Run 1, wiring by layer:
Only two layers are drawn.
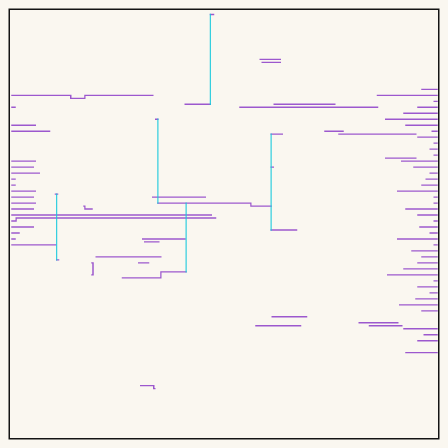
Run 1, clock wiring as the flow saved it:
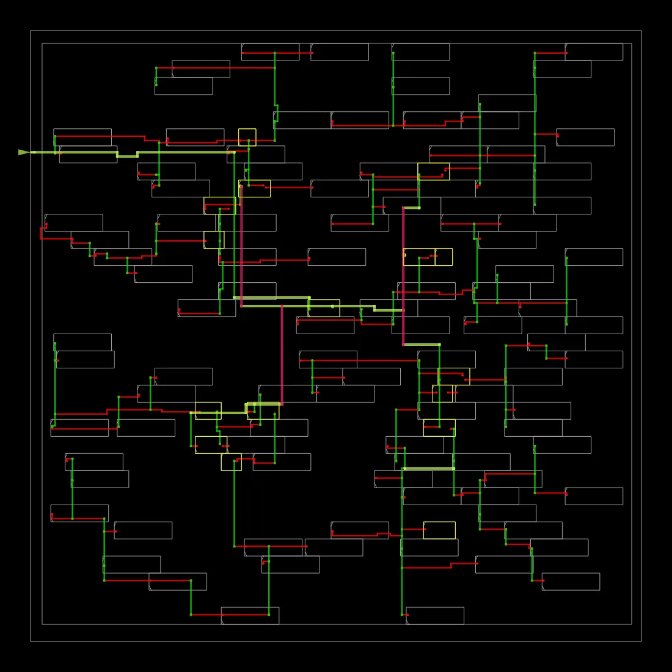
Run 1, PDN straps and rails:
Pins as bars on the die edge.
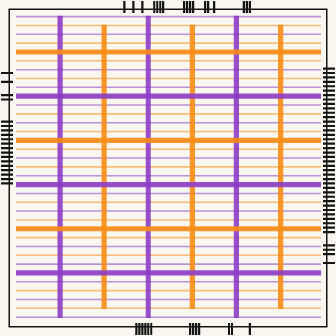
[config.mk]
export PLATFORM = sky130hd
export DESIGN_NAME = fifo_stream_reader
export DESIGN_NICKNAME = d
export VERILOG_FILES = /design/src/rtl/fifo_stream_pkg.sv /design/src/rtl/stream_skid_buf.sv /design/src/rtl/fifo_stream_reader.sv
export SDC_FILE = /design/constraint.sdc
export NUM_CORES = 1
export LEC_CHECK = 0
export CORE_MARGIN = 1.5
export CORE_UTILIZATION = 52
export DETAILED_ROUTE_END_ITERATION = 7
export PLACE_DENSITY = 0.89
export SETUP_SLACK_MARGIN = 0.4
export SYNTH_ARGS = -nofsm -noshare
export SYNTH_HDL_FRONTEND = slang
export SYNTH_SLANG_ARGS = --single-unit
[constraint.sdc]
create_clock -name clk -period 3.5 [get_ports clk]
set_input_delay 0.525 -clock clk [delete_from_list [all_inputs] [get_ports clk]]
set_output_delay 0.525 -clock clk [all_outputs]
set_load 0.02 [all_outputs]
[src/rtl/fifo_stream_pkg.sv]
// Shared definitions for the FIFO-to-stream reader: FSM states and parameter defaults.
package fifo_stream_pkg;

  localparam int DEF_DATA_WIDTH = 32;
  localparam int DEF_PKT_LEN    = 8;

  // IDLE: nothing buffered or in flight. FETCH: reading/delivering with enable=1.
  // DRAIN: enable dropped, still delivering already-fetched words.
  typedef enum logic [1:0] {
    IDLE  = 2'd0,
    FETCH = 2'd1,
    DRAIN = 2'd2
  } state_e;

endpackage

[src/rtl/stream_skid_buf.sv]
// Two-entry FIFO-ordered skid buffer. Entry 0 is always the head.
module stream_skid_buf
  import fifo_stream_pkg::*;
#(
  parameter int W = DEF_DATA_WIDTH
) (
  input  logic         clk,
  input  logic         rst_n,
  input  logic         i_push,
  input  logic         i_pop,
  input  logic [W-1:0] i_din,
  output logic [W-1:0] o_head,
  output logic [1:0]   o_occ
);

  logic [W-1:0] r_e0;
  logic [W-1:0] r_e1;
  logic [1:0]   r_occ;
  logic         w_pop;
  logic         w_push;

  // A pop needs data; a push into a full buffer is only taken alongside a pop.
  assign w_pop  = i_pop & (r_occ != 2'd0);
  assign w_push = i_push & ((r_occ != 2'd2) | w_pop);

  // Shift the entries so order is preserved under simultaneous push and pop.
  always_ff @(posedge clk or negedge rst_n) begin
    if (!rst_n) begin
      r_e0  <= '0;
      r_e1  <= '0;
      r_occ <= 2'd0;
    end else begin
      case ({w_push, w_pop})
        2'b11: begin
          if (r_occ == 2'd2) begin
            r_e0 <= r_e1;
            r_e1 <= i_din;
          end else begin
            r_e0 <= i_din;
          end
        end
        2'b10: begin
          if (r_occ == 2'd0) r_e0 <= i_din;
          else               r_e1 <= i_din;
          r_occ <= r_occ + 2'd1;
        end
        2'b01: begin
          r_e0  <= r_e1;
          r_occ <= r_occ - 2'd1;
        end
        default: ;
      endcase
    end
  end

  assign o_head = r_e0;
  assign o_occ  = r_occ;

endmodule

[src/rtl/fifo_stream_reader.sv]
// Pops a synchronous-read FIFO and presents the words as a packetised valid/ready stream.
// Handshake: a beat transfers on a rising edge where m_valid=1 and m_ready=1; while
// m_valid=1 and m_ready=0, m_data and m_last hold their values.
module fifo_stream_reader
  import fifo_stream_pkg::*;
#(
  parameter int DATA_WIDTH = DEF_DATA_WIDTH,
  parameter int PKT_LEN    = DEF_PKT_LEN
) (
  input  logic                  clk,
  input  logic                  reset,
  input  logic                  enable,
  input  logic                  fifo_empty,
  input  logic [DATA_WIDTH-1:0] fifo_dout,
  output logic                  fifo_read_en,
  output logic                  m_valid,
  input  logic                  m_ready,
  output logic [DATA_WIDTH-1:0] m_data,
  output logic                  m_last,
  output logic [15:0]           pkt_count,
  output logic                  busy,
  output state_e                o_dbg_state
);

  localparam logic [15:0] LAST_IDX = 16'(PKT_LEN - 1);

  logic        r_inflight;
  logic        r_armed;
  logic [15:0] r_beat_cnt;
  logic [15:0] r_pkt_count;
  state_e      r_state;
  state_e      w_next_state;
  logic [1:0]  w_occ;
  logic        w_pop;
  logic [2:0]  w_pending;

  stream_skid_buf #(.W(DATA_WIDTH)) u_buf (
    .clk    (clk),
    .rst_n  (reset),
    .i_push (r_inflight),
    .i_pop  (w_pop),
    .i_din  (fifo_dout),
    .o_head (m_data),
    .o_occ  (w_occ)
  );

  assign m_valid   = (w_occ != 2'd0);
  assign w_pop     = m_valid & m_ready;
  assign busy      = r_inflight | m_valid;
  assign m_last    = m_valid & (r_beat_cnt == LAST_IDX);
  assign pkt_count = r_pkt_count;

  // Words already owed to the buffer after this edge's pop; never let it exceed 2.
  assign w_pending    = {1'b0, w_occ} + {2'b00, r_inflight} - {2'b00, w_pop};
  assign fifo_read_en = r_armed & enable & ~fifo_empty & (w_pending < 3'd2);

  // Read pipeline: inflight mirrors the previous read; armed keeps reads off for one cycle after reset.
  always_ff @(posedge clk or negedge reset) begin
    if (!reset) begin
      r_inflight <= 1'b0;
      r_armed    <= 1'b0;
    end else begin
      r_inflight <= fifo_read_en;
      r_armed    <= 1'b1;
    end
  end

  // Beat and packet counters advance on every accepted beat.
  always_ff @(posedge clk or negedge reset) begin
    if (!reset) begin
      r_beat_cnt  <= 16'd0;
      r_pkt_count <= 16'd0;
    end else if (w_pop) begin
      if (m_last) begin
        r_beat_cnt  <= 16'd0;
        r_pkt_count <= r_pkt_count + 16'd1;
      end else begin
        r_beat_cnt <= r_beat_cnt + 16'd1;
      end
    end
  end

  // FSM state register.
  always_ff @(posedge clk or negedge reset) begin
    if (!reset) r_state <= IDLE;
    else        r_state <= w_next_state;
  end

  // FSM next state; an empty FIFO alone never moves the state.
  always_comb begin
    w_next_state = r_state;
    case (r_state)
      IDLE: begin
        if (fifo_read_en) w_next_state = FETCH;
      end
      FETCH: begin
        if (!enable)                    w_next_state = busy ? DRAIN : IDLE;
        else if (!busy && !fifo_read_en) w_next_state = IDLE;
      end
      DRAIN: begin
        if (enable)     w_next_state = FETCH;
        else if (!busy) w_next_state = IDLE;
      end
      default: w_next_state = IDLE;
    endcase
  end

  assign o_dbg_state = r_state;

endmodule

==> Flow_metrics.wiki, run 1 <==
=== Synthesis and place and route ===
{| class="wikitable"
! Metric !! Value
|-
| Part of the total power dissipated in the clock network || around a fifth
|-
| Buffers on Ports || 90
|-
| Routability Congestion || 0.855
|-
| Met1 wire length || about 4.4 mm
|-
| Detail Route Antenna Nets || 0
|-
| Most common library cell in the layout ignoring fill and taps || sky130_fd_sc_hd__dfrtp_1
|-
| Setup crit start kind || input port
|-
| DRC marker count from the first detailed-route iteration || 105
|-
| Leak pwr || ~2.7 nW
|-
| Post-synth tally of flip-flops with integrated enable || 0
|-
| Reg clk slew, reported paths || 0.11 ns
|-
| Total length of routed met2 wires || between 4 and 5 mm
|-
| Final critical path time including I/O delays and setup || 3.00 ns
|-
| Proportion of total power due to net switching || 32.9%
|-
| Global-route wire length before repair || about 17 mm
|-
| Overall overflow remaining after global route || 0
|-
| Slew at the pin with the worst max-slew slack || 0.722 ns
|-
| P_seq || ~0.0017 W
|-
| H-tree Lvls || 3
|-
| Pwr Total || 0.00340 W
|-
| Post-Place Cell Area || approximately 5600 um2
|-
| Highest clock frequency the design can meet || between 0.3 and 0.4 GHz
|-
| Drt pass-1 iters || 4
|-
| Worst slew margin || between 50% and 60%
|-
| Site row count || 34
|-
| Type of the worst min-delay path || input port to async pin
|-
| Biggest fanout along the worst timing path || 3
|-
| CP Capture Point || fifo_read_en
|-
| Top cells by area || sky130_fd_sc_hd__dfrtp_1, sky130_fd_sc_hd__mux2_2, sky130_fd_sc_hd__nand2_1
|-
| Top Layout Cells || sky130_fd_sc_hd__dfrtp_1, sky130_fd_sc_hd__clkdlybuf4s50_1, sky130_fd_sc_hd__nand2_1, sky130_fd_sc_hd__o21ai_0, sky130_fd_sc_hd__mux2_2
|-
| Comb pwr || ~0.0010 W
|-
| Sequence of cells on the critical path || clkdlybuf4s50_1 -> nand2_2 -> inv_1 -> ha_1 -> nand2b_4 -> fa_1 -> nand4b_1 -> nor2_2 -> buf_6
|-
| Adders+Majority by Area || about 1.2%
|-
| Worst hold-check slack || 0.200 ns
|-
| Top logic cell family in the synthesized netlist || simple AND/OR/NAND/NOR gates
|-
| Setup slack of the most critical reg-to-reg path || 1.01 ns
|-
| Post-route clock skew || just over 0.01 ns
|-
| Depth of the most critical reg-to-reg path || 12
|-
| Crit. End Element || output pin
|-
| Bufs and invs on worst path || 3
|-
| Area fraction in compound gates || 8.32%
|-
| Smallest setup slack after layout || about 0.50 ns
|-
| Synthesized instance count || just under 400
|-
| Final antenna diode count || 0
|-
| Root buf cell || sky130_fd_sc_hd__clkbuf_8
|-
| Cell total in the yosys stat output || ~400
|-
| Seq pwr share || 48.6%
|-
| Largest stage delay on the critical path || ~0.5 ns
|-
| Unrepaired setup endpoints after global routing || true
|-
| Post-placement worst setup slack || -0.0198 ns
|-
| Total of cells resized after clock tree synthesis || 6
|-
| Chip area line of the yosys report || between 4000 and 5000 um2
|-
| Proportion of layout cells with a drive suffix above 1 || approximately 17%
|-
| Clock latency on the worst-skew pair || ~0.36 ns
|-
| Fraction of the yosys area taken by sequential cells || about 55%
|-
| Avg Inst Size Synth || roughly 12 um2
|-
| Final max-slew violation count || 0
|-
| Vias per Instance || approximately 5.6
|-
| Worst path top cell family by delay || buffers and inverters
|-
| Residual DRC || 0
|-
| R2r endpoint || o_dbg_state[0]
|-
| HPWL after detailed placement || 6.66 mm
|-
| Internal power summed over all cells || 0.00228 W
|-
| Hold Fails Final Rpt || 0
|-
| Number of buffers on the longest clock path || 2
|-
| Critical Path RT || about 3.0 ns
|-
| Crit path max-delay cell type || sky130_fd_sc_hd__clkdlybuf4s50_1
|-
| Highest routed layer || met4
|-
| Synth flops || just over 100
|-
| XOR/XNOR share of the synthesized area || slightly below 6%
|-
| Dominant cell type by area after synthesis || sky130_fd_sc_hd__dfrtp_1
|-
| Total setup violations reported at the end of the flow || 0
|-
| Result of the run || completed
|-
| Via count of the first global-routing pass || about 3400
|-
| Portion of synthesized cell area occupied by the leading cell type || a little under three fifths
|-
| Portion of the clock cycle consumed by the worst path in the final layout || a little under nine tenths
|-
| Number of vias after detailed routing || approximately 3400
|-
| Number of cells in the finished layout apart from fillers || ~600
|-
| Mapped Nets || approximately 430
|-
| YS warnings || 0
|}
About 'wiring by layer':
cyan -> M4  # wire length 91.8 um
purple -> M3  # wire length 614 um
aggregate routed wire length: 9.81 mm
Routed wire per std cell: 16.3 um

About 'clock wiring as the flow saved it':
clock sink count: 102
power dissipated in the clock network: 0.000707 W
total CTS buffers: 9

About 'PDN straps and rails':
orange -> VDD
purple -> VSS
met5 straps = 6
signal pins = 91
met1 rails = 35
rows = 34
met4 straps = 6
Core Region: 8680 um2
die x size: 97.2 um

[run 1: metrics by stage]
stage               util (%)  TNS [ns]
floorplan                  -         0
global placement        64.8         0
detailed placement      64.8   -0.0198
CTS                     67.1         0
global route            67.5         0
finish                  67.5         0
[run 1: layer usage]
| metal | vias up | GRT usage [%] |
|---|---|---|
| li1 | 1573 | - |
| met1 | 1664 | 29.0 |
| met2 | 114 | 35.2 |
| met3 | 12 | 4.75 |
| met4 | 0 | 6.70 |
| met5 | - | 0 |
[run 1: layout make-up]
| cell class | count | area (um2) | share of cell area (%) |
|---|---|---|---|
| Tap cell | 108 | 135 | 2.31 |
| Timing Repair Buffer | 103 | 1000 | 17.1 |
| Clock inverter | 6 | 52.6 | 0.897 |
| Sequential cell | 102 | 2550 | 43.6 |
| Clock buffer | 10 | 138 | 2.35 |
| Inverter | 10 | 40.0 | 0.684 |
| Multi-Input combinational cell | 261 | 1940 | 33.1 |
[run 1: state kept, by name, indices dropped and copies added (netlist names)]
register and cells:
o_dbg_state 2, pkt_count 16, r_inflight 1, u_buf.o_occ 2, u_buf.r_e1 32, u_buf.o_head 32
r_beat_cnt 16, r_armed 1
[run 1: synthesized netlist by cell type (all sizes together), types with 4 or more instances]
| library cell | count |
|---|---|
| xor2 | 17 |
| and3 | 7 |
| a21oi | 5 |
| mux2 | 34 |
| nor2 | 6 |
| nor4 | 5 |
| inv | 10 |
| buf | 16 |
| nand4 | 10 |
| mux2i | 16 |
| nand2 | 49 |
| a22oi | 16 |
| nand3 | 10 |
| o21ai | 36 |
| xnor2 | 14 |
| dfrtp | 102 |
| and4 | 4 |
| nor3 | 13 |
==> inputs of run 2 (changes only) <==
--- a/config.mk
+++ b/config.mk
@@ -9,7 +9,9 @@
 export CORE_UTILIZATION = 52
 export DETAILED_ROUTE_END_ITERATION = 7
 export PLACE_DENSITY = 0.89
+export RECOVER_POWER = 25
 export SETUP_SLACK_MARGIN = 0.4
+export SLEW_MARGIN = 20
 export SYNTH_ARGS = -nofsm -noshare
 export SYNTH_HDL_FRONTEND = slang
 export SYNTH_SLANG_ARGS = --single-unit
Run 2, PDN straps and rails:
Pins as bars on the die edge.
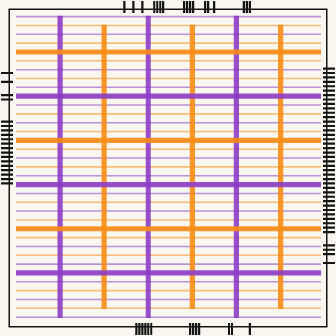
purple -> VSS
orange -> VDD
met5 straps = 6
met1 rails = 35
Die Height: 97.2 um
largest vdd supply drop: 0.279 mV

Run 2, wiring by layer:
Only two layers are drawn.
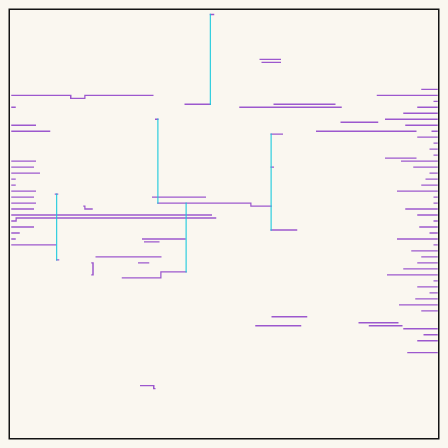
cyan -> M4  # wire length 91.8 um
purple -> M3  # wire length 615 um
global-route usage over all layers: 21.6%
Routed wire per std cell: 16.3 um
number of vias after detailed routing: 3364

==> run 2 against run 1 <==
Critical path depth unchanged. First-iteration DRC count unchanged. Sequential cell count unchanged. Sequential share of layout area about the same. Die area unchanged. Final area decreased by 0.11%. Register-to-register slack about the same.
==> Flow_metrics.wiki, run 2 <==
=== Synthesis and place and route ===
{| class="wikitable"
! Metric !! Value
|-
| Internal power summed over all cells || 0.00228 W (about the same)
|-
| Proportion of layout cells with a drive suffix above 1 || 17.1% (was 17.3%)
|-
| Clock sink count || 102 (unchanged)
|-
| Synthesized instance count || 392 (unchanged)
|-
| Worst slew margin || 6.20% (was 51.9%)
|-
| Critical Path RT || 2.97 ns (about the same)
|-
| Result of the run || completed (unchanged)
|-
| Final max-slew violation count || 0 (unchanged)
|-
| Bufs and invs on worst path || 3 (unchanged)
|-
| Number of cells in the finished layout apart from fillers || 600 (unchanged)
|-
| Top Layout Cells || sky130_fd_sc_hd__dfrtp_1, sky130_fd_sc_hd__clkdlybuf4s50_1, sky130_fd_sc_hd__nand2_1, sky130_fd_sc_hd__o21ai_0, sky130_fd_sc_hd__mux2_2 (unchanged)
|-
| Chip area line of the yosys report || 4620 um2 (unchanged)
|-
| Depth of the most critical reg-to-reg path || 12 (unchanged)
|-
| Post-placement worst setup slack || -0.0198 ns (unchanged)
|-
| Total CTS buffers || 9 (unchanged)
|-
| Final critical path time including I/O delays and setup || 3.00 ns (about the same)
|-
| Residual DRC || 0 (unchanged)
|-
| Largest stage delay on the critical path || 0.50 ns (about the same)
|-
| Overall overflow remaining after global route || 0 (unchanged)
|-
| Sequence of cells on the critical path || clkdlybuf4s50_1 -> nand2_2 -> inv_1 -> ha_1 -> nand2b_4 -> fa_1 -> nand4b_1 -> nor2_2 -> buf_6 (unchanged)
|-
| Dominant cell type by area after synthesis || sky130_fd_sc_hd__dfrtp_1 (unchanged)
|-
| Clock latency on the worst-skew pair || 0.36 ns (about the same)
|-
| Seq pwr share || 48.6% (about the same)
|-
| Crit path max-delay cell type || sky130_fd_sc_hd__clkdlybuf4s50_1 (unchanged)
|-
| Hold Fails Final Rpt || 0 (unchanged)
|-
| Smallest setup slack after layout || 0.495 ns (about the same)
|-
| Routability Congestion || 0.855 (unchanged)
|-
| Cell total in the yosys stat output || 392 (unchanged)
|-
| Top cells by area || sky130_fd_sc_hd__dfrtp_1, sky130_fd_sc_hd__mux2_2, sky130_fd_sc_hd__nand2_1 (unchanged)
|-
| Portion of synthesized cell area occupied by the leading cell type || 55.3% (unchanged)
|-
| DRC marker count from the first detailed-route iteration || 105 (unchanged)
|-
| YS warnings || 0 (unchanged)
|-
| R2r endpoint || o_dbg_state[0] (unchanged)
|-
| Worst path top cell family by delay || buffers and inverters (unchanged)
|-
| Post-route clock skew || 0.0108 ns (was 0.0104 ns)
|-
| Aggregate routed wire length || 9.80 mm (was 9.81 mm)
|-
| CP Capture Point || fifo_read_en (unchanged)
|-
| Reg clk slew, reported paths || 0.11 ns (about the same)
|-
| H-tree Lvls || 3 (unchanged)
|-
| Final antenna diode count || 0 (unchanged)
|-
| Buffers on Ports || 90 (unchanged)
|-
| Avg Inst Size Synth || 11.8 um2 (unchanged)
|-
| Portion of the clock cycle consumed by the worst path in the final layout || 85.9% (about the same)
|-
| Core Region || 8680 um2 (unchanged)
|-
| Type of the worst min-delay path || input port to async pin (unchanged)
|-
| Proportion of total power due to net switching || 32.9% (about the same)
|-
| Die x size || 97.2 um (unchanged)
|-
| Via count of the first global-routing pass || 3429 (unchanged)
|-
| Biggest fanout along the worst timing path || 3 (unchanged)
|-
| Setup TNS || 0 ns (unchanged)
|-
| Synth flops || 102 (unchanged)
|-
| Root buf cell || sky130_fd_sc_hd__clkbuf_8 (unchanged)
|-
| Post-synth tally of flip-flops with integrated enable || 0 (unchanged)
|-
| Number of buffers on the longest clock path || 2 (unchanged)
|-
| Worst hold-check slack || 0.472 ns (was 0.200 ns)
|-
| Post-Place Cell Area || 5620 um2 (unchanged)
|-
| Highest clock frequency the design can meet || 0.333 GHz (about the same)
|-
| Global-route wire length before repair || 16.7 mm (unchanged)
|}
## run 2: what timing repair did
item                       CTS  global route
setup endpoints to repair    2             2
resized                      6             5
pin swaps                    1             2
setup buffers                1             2
gates cloned                 0             0
## run 2: cell families after synthesis
logic type | count (synthesis) | share of synthesized area [%]
and+or+nand+nor | 113 | 14.2
DFF | 102 | 55.3
AOI/OAI and AO/OA | 62 | 8.32
muxes | 50 | 11.8
xor gates and xnor gates | 31 | 5.88
buffers and inverters | 29 | 3.25
adders and majority gates | 4 | 1.25
other | 1 | 0.0812
## run 2: worst min path at each step
stage / from / end / slack, ns / depth (start not counted)
CTS: reset / u_buf.o_head[5] / 0.22 / 1
floorplan: reset / o_dbg_state[0] / 0.23 / 0
detailed placement: pkt_count[15] / pkt_count[15] / 0.46 / 1
global placement: pkt_count[15] / pkt_count[15] / 0.46 / 1
global route: pkt_count[15] / pkt_count[15] / 0.51 / 1
finish: reset / u_buf.o_head[9] / 0.47 / 1
## run 2: layout make-up
type / instances / area [um2] / share of cell area (%)
flip-flops and latches: 102 / 2550 / 43.6
inverters: 10 / 40.0 / 0.684
clock buffers: 10 / 138 / 2.35
clock inverters: 6 / 52.6 / 0.898
repair buffers: 103 / 993 / 17.0
well taps: 108 / 135 / 2.31
multi-input cells: 261 / 1940 / 33.1
## run 2: power groups by stage
stage,combinational (W),clock [W],sequential (W)
floorplan,0.000436,0,0.00180
global placement,0.000993,0,0.00165
detailed placement,0.00104,0,0.00167
CTS,0.00104,0.000734,0.00165
global route,0.00113,0.000779,0.00169
finish,0.00104,0.000708,0.00165
## run 2: metal layers
metal,vias up,part of all wire (%),global-route usage [%]
met5,-,0,0
met4,0,0.93,6.70
met3,12,6.3,4.75
met2,115,48,35.2
met1,1664,45,29.0
li1,1573,-,-
==> inputs of run 3 (changes only) <==
--- a/config.mk
+++ b/config.mk
@@ -5,10 +5,11 @@
 export SDC_FILE = /design/constraint.sdc
 export NUM_CORES = 1
 export LEC_CHECK = 0
+export CORE_ASPECT_RATIO = 1.2
 export CORE_MARGIN = 1.5
-export CORE_UTILIZATION = 52
+export CORE_UTILIZATION = 24
 export DETAILED_ROUTE_END_ITERATION = 7
-export PLACE_DENSITY = 0.89
+export PLACE_DENSITY = 0.52
 export RECOVER_POWER = 25
 export SETUP_SLACK_MARGIN = 0.4
 export SLEW_MARGIN = 20
Run 3, wiring by layer:
Only two layers are drawn.
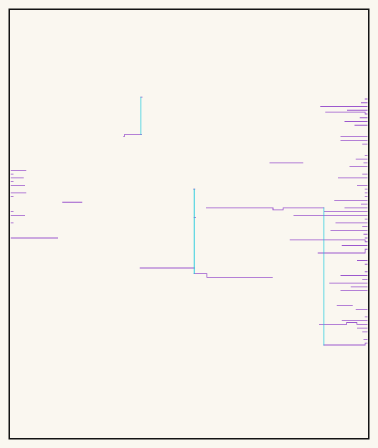
cyan -> M4  # wire length 93.8 um
purple -> M3  # wire length 525 um
number of vias after detailed routing: 3307
aggregate routed wire length: 10.6 mm

==> run 3 against run 2 <==
Routed wire length grew 8.5%. Core utilization fell by 35 points. Fmax down 1.2%. Hold slack worse by 0.0055 ns. Worst setup slack got worse by 0.037 ns. Non-clock buffer count down 1. Die area increased by 110%. Combinational power about the same. Critical path type unchanged. Largest cell class unchanged.
==> Flow_metrics.wiki, run 3 <==
=== Synthesis and place and route ===
{| class="wikitable"
! Metric !! Value
|-
| IO Pins || 91 (unchanged)
|-
| DRC marker count from the first detailed-route iteration || 213 (was 105)
|-
| Die area || 20100 um2 (was 9460 um2)
|-
| Core Region || 18900 um2 (was 8680 um2)
|-
| Synth flops || 102 (unchanged)
|-
| Root buf cell || sky130_fd_sc_hd__clkbuf_16 (was sky130_fd_sc_hd__clkbuf_8)
|-
| Site row count || 55 (was 34)
|-
| H-tree Lvls || 3 (unchanged)
|-
| Pwr Total || 0.00372 W (was 0.00340 W)
|-
| Depth of the worst hold-timing path || 1
|-
| Total CTS buffers || 9 (unchanged)
|-
| Avg Inst Size Synth || 11.8 um2 (unchanged)
|-
| Buffers on Ports || 90 (unchanged)
|-
| Routed wire per std cell || 14.2 um (was 16.3 um)
|-
| Residual DRC || 0 (unchanged)
|-
| Slew at the pin with the worst max-slew slack || 1.48 ns (was 1.41 ns)
|-
| Top cells by area || sky130_fd_sc_hd__dfrtp_1, sky130_fd_sc_hd__mux2_2, sky130_fd_sc_hd__nand2_1 (unchanged)
|-
| Largest vdd supply drop || 0.221 mV (was 0.279 mV)
|-
| Launch point of the worst reg-to-reg path || u_buf.o_occ[0] (was u_buf.o_occ[1])
|-
| Critical path arrival || 2.52 ns (was 2.48 ns)
|-
| Worst path top cell family by delay || buffers and inverters (unchanged)
|-
| Reg clk slew, reported paths || 0.07 ns (was 0.11 ns)
|-
| Sequence of cells on the critical path || clkdlybuf4s50_1 -> nand2_2 -> inv_1 -> ha_1 -> nand2b_1 -> fa_1 -> nand4b_1 -> nor2_2 -> buf_2 (was clkdlybuf4s50_1 -> nand2_2 -> inv_1 -> ha_1 -> nand2b_4 -> fa_1 -> nand4b_1 -> nor2_2 -> buf_6)
|-
| FFs w/ async S/R, synth || 100% (unchanged)
|-
| Most popular library cell in the synthesized design by count || sky130_fd_sc_hd__dfrtp_1 (unchanged)
|-
| Die Height || 155 um (was 97.2 um)
|-
| Type of the worst min-delay path || flop to flop (was input port to async pin)
|-
| Commonest cells in the synthesized netlist || sky130_fd_sc_hd__dfrtp_1, sky130_fd_sc_hd__nand2_1, sky130_fd_sc_hd__o21ai_0, sky130_fd_sc_hd__mux2_2, sky130_fd_sc_hd__xor2_1 (unchanged)
|-
| Crit. End Element || output pin (unchanged)
|-
| Bufs and invs on worst path || 3 (unchanged)
|-
| Critical Path RT || 2.97 ns (about the same)
|-
| Hold Fails Final Rpt || 0 (unchanged)
|-
| Mapped Nets || 433 (unchanged)
|-
| Total of cells resized after clock tree synthesis || 3 (was 6)
|-
| R2r endpoint || o_dbg_state[0] (unchanged)
|-
| Detail Route Antenna Nets || 0 (unchanged)
|-
| Overall overflow remaining after global route || 0 (unchanged)
|-
| Top Layout Cells || sky130_fd_sc_hd__dfrtp_1, sky130_fd_sc_hd__clkdlybuf4s50_1, sky130_fd_sc_hd__nand2_1, sky130_fd_sc_hd__o21ai_0, sky130_fd_sc_hd__mux2_2 (unchanged)
|-
| Most common library cell in the layout ignoring fill and taps || sky130_fd_sc_hd__dfrtp_1 (unchanged)
|-
| Core utilization before placement || 24.5% (was 53.2%)
|-
| Result of the run || completed (unchanged)
|-
| CTS tree || yes (unchanged)
|-
| Routability Congestion || 0.781 (was 0.855)
|-
| Setup slack of the most critical reg-to-reg path || 1.01 ns (about the same)
|-
| Final critical path time including I/O delays and setup || 3.04 ns (was 3.00 ns)
|-
| Number of buffers inserted by post-CTS setup repair || 0 (was 1)
|-
| Post-placement worst setup slack || -0.0292 ns (was -0.0198 ns)
|-
| Top FF cell, synth || sky130_fd_sc_hd__dfrtp_1 (unchanged)
|-
| Post-layout util || 32.5% (was 67.4%)
|-
| Smallest setup slack after layout || 0.458 ns (was 0.495 ns)
|-
| Unrepaired setup endpoints after global routing || true (unchanged)
|-
| Dominant cell type by area after synthesis || sky130_fd_sc_hd__dfrtp_1 (unchanged)
|-
| Biggest fanout along the worst timing path || 3 (unchanged)
|-
| Synthesized instance count || 392 (unchanged)
|-
| Via count of the first global-routing pass || 3298 (was 3429)
|-
| Largest stage delay on the critical path || 0.52 ns (was 0.50 ns)
|-
| HPWL after detailed placement || 7.20 mm (was 6.66 mm)
|-
| Proportion of layout cells with a drive suffix above 1 || 16.7% (was 17.1%)
|-
| Net count of the finished layout || 527 (was 528)
|-
| Final antenna diode count || 0 (unchanged)
|-
| Portion of synthesized cell area occupied by the leading cell type || 55.3% (unchanged)
|-
| Depth of the most critical reg-to-reg path || 12 (unchanged)
|-
| Number of buffers on the longest clock path || 2 (unchanged)
|-
| Clock sink count || 102 (unchanged)
|-
| Highest clock frequency the design can meet || 0.329 GHz (was 0.333 GHz)
|-
| Worst slew margin || 1.63% (was 6.20%)
|-
| Final max-slew violation count || 0 (unchanged)
|-
| YS warnings || 0 (unchanged)
|-
| Leak pwr || 2.77 nW (was 2.74 nW)
|-
| Vias per Instance || 4.43 (was 5.61)
|-
| Global-route usage over all layers || 10.9% (was 21.6%)
|-
| CP Capture Point || fifo_read_en (unchanged)
|-
| Chip area line of the yosys report || 4620 um2 (unchanged)
|-
| Cell total in the yosys stat output || 392 (unchanged)
|-
| Crit path max-delay cell type || sky130_fd_sc_hd__clkdlybuf4s50_1 (unchanged)
|-
| Post-synth tally of flip-flops with integrated enable || 0 (unchanged)
|-
| Setup crit start kind || input port (unchanged)
|-
| Fraction of the yosys area taken by sequential cells || 55.3% (unchanged)
|-
| Die x size || 130 um (was 97.2 um)
|-
| Critical path depth || 9 (unchanged)
|-
| Drt pass-1 iters || 6 (was 4)
|-
| Global-route wire length before repair || 17.3 mm (was 16.7 mm)
|-
| Portion of the clock cycle consumed by the worst path in the final layout || 86.9% (was 85.9%)
|-
| Start point of the critical path || m_ready (unchanged)
|-
| Total setup violations reported at the end of the flow || 0 (unchanged)
|}
Run 3, clock wiring as the flow saved it:
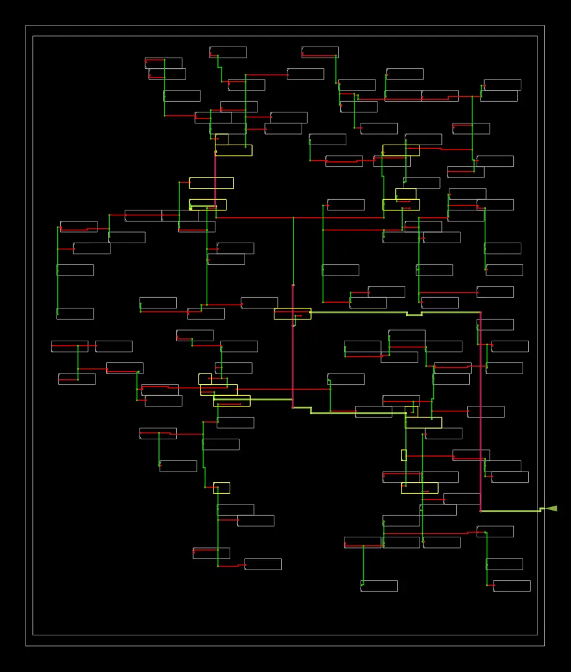
clock latency on the worst-skew pair: 0.34 ns
number of sequential storage elements: 102
power dissipated in the clock network: 0.00104 W
post-route clock skew: 0.0113 ns
final-layout clock buffer total: 11

## run 3: cell counts after synthesis
No cell type changed its count.
## run 3: report_power, final
part	switching, W	internal (W)
logic	0.000517	0.000518
clock network	0.000455	0.000584
registers	0.000175	0.00147
## run 3: kinds of logic after synthesis
group	synth area share (%)
buffers and inverters	3.25
adder cells (fa/ha/maj)	1.25
AND/OR/NAND/NOR	14.2
AND-OR/OR-AND	8.32
XOR/XNOR	5.88
flip-flops	55.3
multiplexers	11.8
other	0.0812
## run 3: how the worst min path moves through the flow
| stage | from | endpoint | slack, ns |
|---|---|---|---|
| global placement | pkt_count[15] | pkt_count[15] | 0.46 |
| floorplan | reset | o_dbg_state[0] | 0.23 |
| finish | pkt_count[15] | pkt_count[15] | 0.47 |
| global route | pkt_count[15] | pkt_count[15] | 0.48 |
| CTS | reset | u_buf.o_head[8] | 0.26 |
| detailed placement | pkt_count[15] | pkt_count[15] | 0.46 |
## run 3: metrics by stage
step | cell area (um2) | TNS, ns | hold WS (ns) | std cells
2_1_floorplan | 4620 | 0 | 0.229 | 392
3_3_place_gp | 5820 | -0.0490 | 0.460 | 731
3_5_place_dp | 5820 | -0.0292 | 0.462 | 731
4_1_cts | 6140 | 0 | 0.259 | 747
5_1_grt | 6140 | 0 | 0.475 | 747
6_report | 6140 | 0 | 0.466 | 747
## run 3: per-layer routing
metal / vias to the layer above / GRT usage, % / wire (um)
li1: 1567 / - / -
met1: 1656 / 14.3 / 5060
met2: 76 / 17.4 / 4950
met3: 8 / 2.79 / 525
met4: 0 / 3.76 / 93
met5: - / 0 / 0
## run 3: layout make-up
type	count	area (um2)	area share (%)
timing repair buffer	102	977	15.9
multi-input combinational	261	1940	31.6
clock inverter	5	67.6	1.10
clock buffer	11	243	3.96
inverter	10	37.5	0.612
tap	256	320	5.22
sequential	102	2550	41.6

==> screenshots <==
Cells colored by class.
picture 1
The bar under the picture is 20 um long.
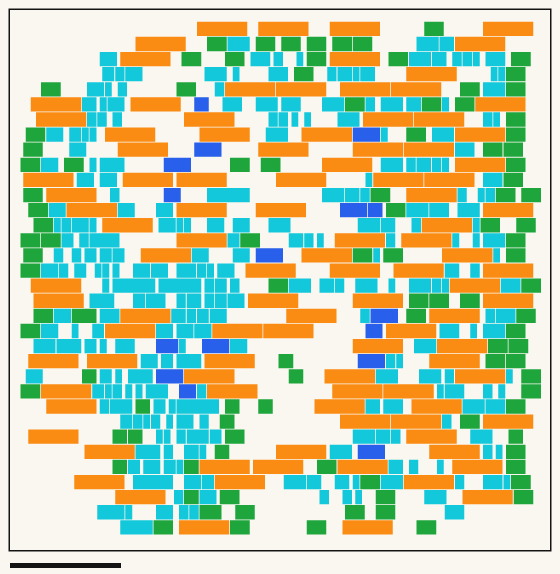
picture 2
The bar under the picture is 50 um long.
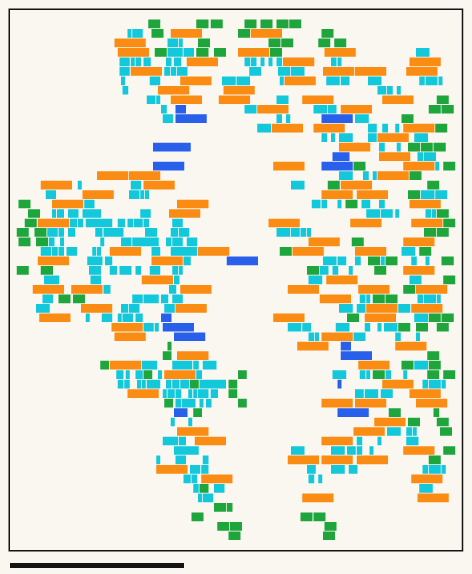
Picture 1 is run 1.
Picture 2 is run 3.
- most cells: picture 2

Power figures rest on the tool's default switching activity, not on a simulated workload.
